## config.mk

```make
export PLATFORM = sky130hd
export DESIGN_NAME = clock_tick_scheduler
export DESIGN_NICKNAME = d
export VERILOG_FILES = /design/src/rtl/clock_tick_scheduler.sv
export SDC_FILE = /design/constraint.sdc
export NUM_CORES = 1
export LEC_CHECK = 0
export ABC_AREA = 1
export CAP_MARGIN = 30
export CELL_PAD_IN_SITES_DETAIL_PLACEMENT = 1
export CELL_PAD_IN_SITES_GLOBAL_PLACEMENT = 1
export CORE_UTILIZATION = 42
export DETAILED_ROUTE_END_ITERATION = 6
export GPL_TIMING_DRIVEN = 0
export PLACE_DENSITY = 0.85
export SYNTH_ARGS = -nofsm -noshare
export SYNTH_HDL_FRONTEND = slang
export SYNTH_SLANG_ARGS = --single-unit
```

## constraint.sdc

```tcl
create_clock -name clk_in -period 4.6 [get_ports clk_in]
set_clock_uncertainty 0.05 [all_clocks]
set_input_delay 0.69 -clock clk_in [delete_from_list [all_inputs] [get_ports clk_in]]
set_output_delay 0.69 -clock clk_in [all_outputs]
set_load 0.01 [all_outputs]
```

## src/rtl/clock_tick_scheduler.sv

```systemverilog
// Programmable tick scheduler: one runtime prescaler produces a base tick that
// drives up to four down-counting timer channels (one-shot or periodic).
module clock_tick_scheduler #(
    parameter int CHANNELS = 3
) (
    input  logic                clk_in,
    input  logic                reset,
    input  logic                we,
    input  logic [2:0]          addr,
    input  logic [15:0]         wdata,
    output logic [15:0]         rdata,
    output logic                base_tick,
    output logic [CHANNELS-1:0] expire,
    output logic                irq
);
    logic [15:0]               prescale_q, pcnt_q, pcnt_d;
    logic [CHANNELS-1:0]       en_q, en_d, per_q, pend_q, pend_d, exp_d, exp_q;
    logic [CHANNELS-1:0][15:0] reload_q, cnt_q, cnt_d;
    logic [15:0]               rdata_q, rdata_d, ctrl_rd, pend_rd;
    logic                      base_tick_q, irq_q;
    logic                      wr_pre, wr_ctrl, wr_pend, tick;

    assign wr_pre  = we && (addr == 3'd0);
    assign wr_ctrl = we && (addr == 3'd1);
    assign wr_pend = we && (addr == 3'd2);

    // A PRESCALE write restarts the prescaler and swallows the tick in that cycle.
    assign tick   = (pcnt_q == prescale_q) && !wr_pre;
    assign pcnt_d = (wr_pre || pcnt_q == prescale_q) ? 16'd0 : pcnt_q + 16'd1;

    always_comb begin
        en_d  = en_q;
        cnt_d = cnt_q;
        exp_d = '0;
        for (int ch = 0; ch < CHANNELS; ch++) begin
            if (wr_ctrl && wdata[ch] && !en_q[ch]) begin
                cnt_d[ch] = reload_q[ch];
            end else if (tick && en_q[ch] && !(wr_ctrl && !wdata[ch])) begin
                if (cnt_q[ch] != 16'd0) begin
                    cnt_d[ch] = cnt_q[ch] - 16'd1;
                end else begin
                    exp_d[ch] = 1'b1;
                    if (per_q[ch]) cnt_d[ch] = reload_q[ch];
                    else           en_d[ch]  = 1'b0;
                end
            end
            // Software CTRL writes override the one-shot hardware clear.
            if (wr_ctrl) en_d[ch] = wdata[ch];
        end
        pend_d = (pend_q & ~(wr_pend ? wdata[CHANNELS-1:0] : '0)) | exp_d;
    end

    always_comb begin
        ctrl_rd                  = '0;
        pend_rd                  = '0;
        ctrl_rd[CHANNELS-1:0]    = en_q;
        ctrl_rd[4 +: CHANNELS]   = per_q;
        pend_rd[CHANNELS-1:0]    = pend_q;
        rdata_d                  = '0;
        case (addr)
            3'd0:    rdata_d = prescale_q;
            3'd1:    rdata_d = ctrl_rd;
            3'd2:    rdata_d = pend_rd;
            default: begin
                for (int ch = 0; ch < CHANNELS; ch++) begin
                    if (addr == 3'(4 + ch)) rdata_d = reload_q[ch];
                end
            end
        endcase
    end

    always_ff @(posedge clk_in) begin
        if (reset) begin
            prescale_q  <= '0;
            pcnt_q      <= '0;
            en_q        <= '0;
            per_q       <= '0;
            pend_q      <= '0;
            reload_q    <= '0;
            cnt_q       <= '0;
            rdata_q     <= '0;
            base_tick_q <= 1'b0;
            exp_q       <= '0;
            irq_q       <= 1'b0;
        end else begin
            if (wr_pre)  prescale_q <= wdata;
            if (wr_ctrl) per_q      <= wdata[4 +: CHANNELS];
            for (int ch = 0; ch < CHANNELS; ch++) begin
                if (we && addr == 3'(4 + ch)) reload_q[ch] <= wdata;
            end
            pcnt_q      <= pcnt_d;
            en_q        <= en_d;
            cnt_q       <= cnt_d;
            pend_q      <= pend_d;
            rdata_q     <= rdata_d;
            base_tick_q <= tick;
            exp_q       <= exp_d;
            irq_q       <= |pend_d;
        end
    end

    assign rdata     = rdata_q;
    assign base_tick = base_tick_q;
    assign expire    = exp_q;
    assign irq       = irq_q;
endmodule

```

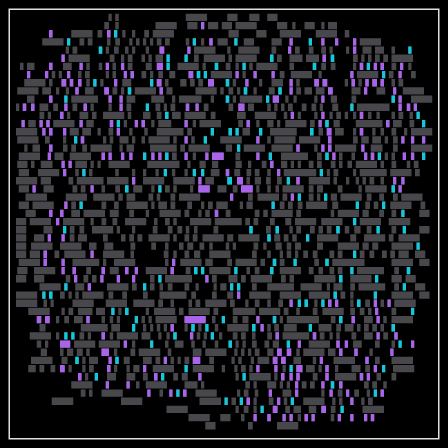
gate_families.png
Key: purple = NOR gates [cells 250, where all over the die]; cyan = inverters [cells 140, where all over the die]

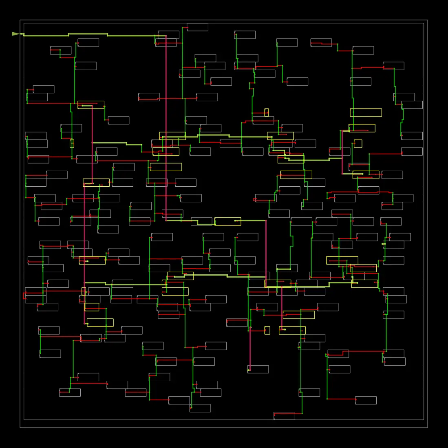
final_clocks.png
clk sinks: 158
flop count: 158
CLK BUF: 22
Num CTS Buffers: 17
later-pin clock latency in the skew report: 440 ps

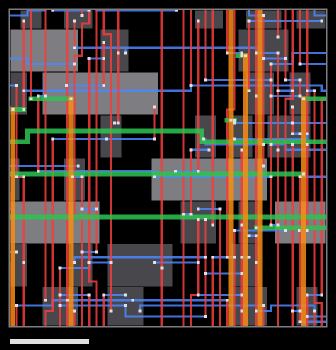
zoom.png
Scale bar: 5 um. Window x 61 to 81, y 90 to 110 um. Cells in grey, sequential cells in the stronger grey; small squares are vias.
Key: green = met3; red = met2; blue = met1; orange = met4
24 logic cells have their middle in the window. Netlist names of flops here include cnt_q (2). Most frequent: dfxtp_1 (4), inv_1 (3), o22ai_1 (3). Sequential cells in the window: 4.

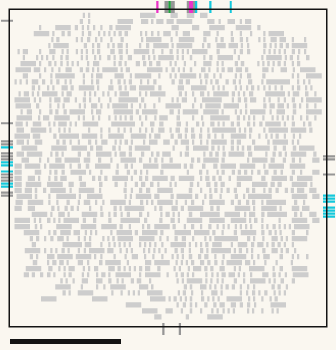
pins.png
Scale bar: 50 um. Pins as bars across the die edge, other pins in grey.
Key: green = irq [pins 1, direction output, edge top]; cyan = wdata [pins 16, direction input, edge 7 right, 6 left, 3 top]; magenta = expire [pins 3, direction output, edge top]
All pins by edge: 18 left, 13 top, 10 right, 2 bottom.

==> flow_metrics.py <==
# Metrics from the implementation run
metrics = {
    "run_status": {
        "status": "completed",
    },
    "final_timing": {
        "hold_ws_ps": 431,
        "final.setup.tns_ps": 0,
        "finalClockPeriodUsage_pct": 56.3,
        "hold_viol": 0,
        "fin_crit_ps": 2590,
        "setup_viol": 0,
        "drv_slew": 0,
    },
    "global_routing": {
        "grt_pass1_wl_um": 46500,
        "top_usage_layer": "met2",
        "gr-usage-met2_pct": 51.0,
        "overflow": 0,
    },
    "layout": {
        "fill_cells": 2621,
        "flop_area_um2": 3160,
        "seq_share_pct": 32.8,
        "clock_area_share_pct": 6.39,
        "final_cell_mix": "nand2_1, nor2_1, dfxtp_1, inv_1, a21oi_1",
        "layout.nonclk_buf_share_pct": 6.82,
        "fin_nets": 1335,
        "comb_cells": 897,
        "final_cells": 1581,
        "layout-drive-gt1-share_pct": 6.46,
        "logic_area_um2": 4360,
        "biggestCellCategory": "combinational gates",
        "sh_comb_area_pct": 45.1,
    },
    "yosys": {
        "numSynthFlops": 158,
        "postSynthSeqShare_pct": 38.1,
        "top_logic_kind": "simple AND/OR/NAND/NOR gates",
        "synth-edff-count": 0,
        "yosys_area_um2": 8300,
        "netlist_area_um2": 8300,
        "ys_warn_count": 0,
        "ys_sh_simple_pct": 33.0,
        "ys_cells": 1246,
        "synth-xor-area-share_pct": 4.33,
        "synthMuxAreaShare_pct": 0,
        "syn_inst": 1246,
        "fp_nets": 1275,
        "ys_sh_adder_pct": 1.06,
    },
    "place": {
        "gp_congestion": 1.02,
        "dp_hpwl_um": 22100,
        "place_ws_ps": 1600,
        "portBuffers": 41,
    },
    "power": {
        "swShare_pct": 29.6,
        "p_switching_uw": 1100,
        "ir_drop_v": 0.000276,
        "internal_power_uw": 2600,
        "p_seq_uw": 1440,
        "cellLeakagePower_uw": 0.00423,
        "powerDensity_nw_per_um2": 383,
    },
    "clocking": {
        "cts_hold_buf": 0,
        "cts_max_path_buffers": 2,
        "cts.clk_slew.worst_paths_ps": 60,
    },
    "die": {
        "fp_util_pct": 42.8,
        "die-area_um2": 20300,
        "fp.dieH_um": 143,
        "coreArea_um2": 19400,
    },
    "drt": {
        "wl_per_cell_um": 18.9,
        "drt-vias-per-instance": 5.50,
        "wl_met1_um": 12900,
        "drt-initial-drc-count": 749,
    },
    "worst_hold_path": {
        "min-delay-start": "reload_q[18]",
        "min_to": "reload_q[18]",
    },
    "worst_setup_path": {
        "rrSetupSlack_ps": 2370,
        "worstPathArrival_ps": 2910,
        "critical-path-top-delay-family": "buffers and inverters",
        "path_depth": 12,
    },
    "job": {
        "cap_violations": 0,
    },
}
No activity file was given, so power comes from the tool's default toggle rates.
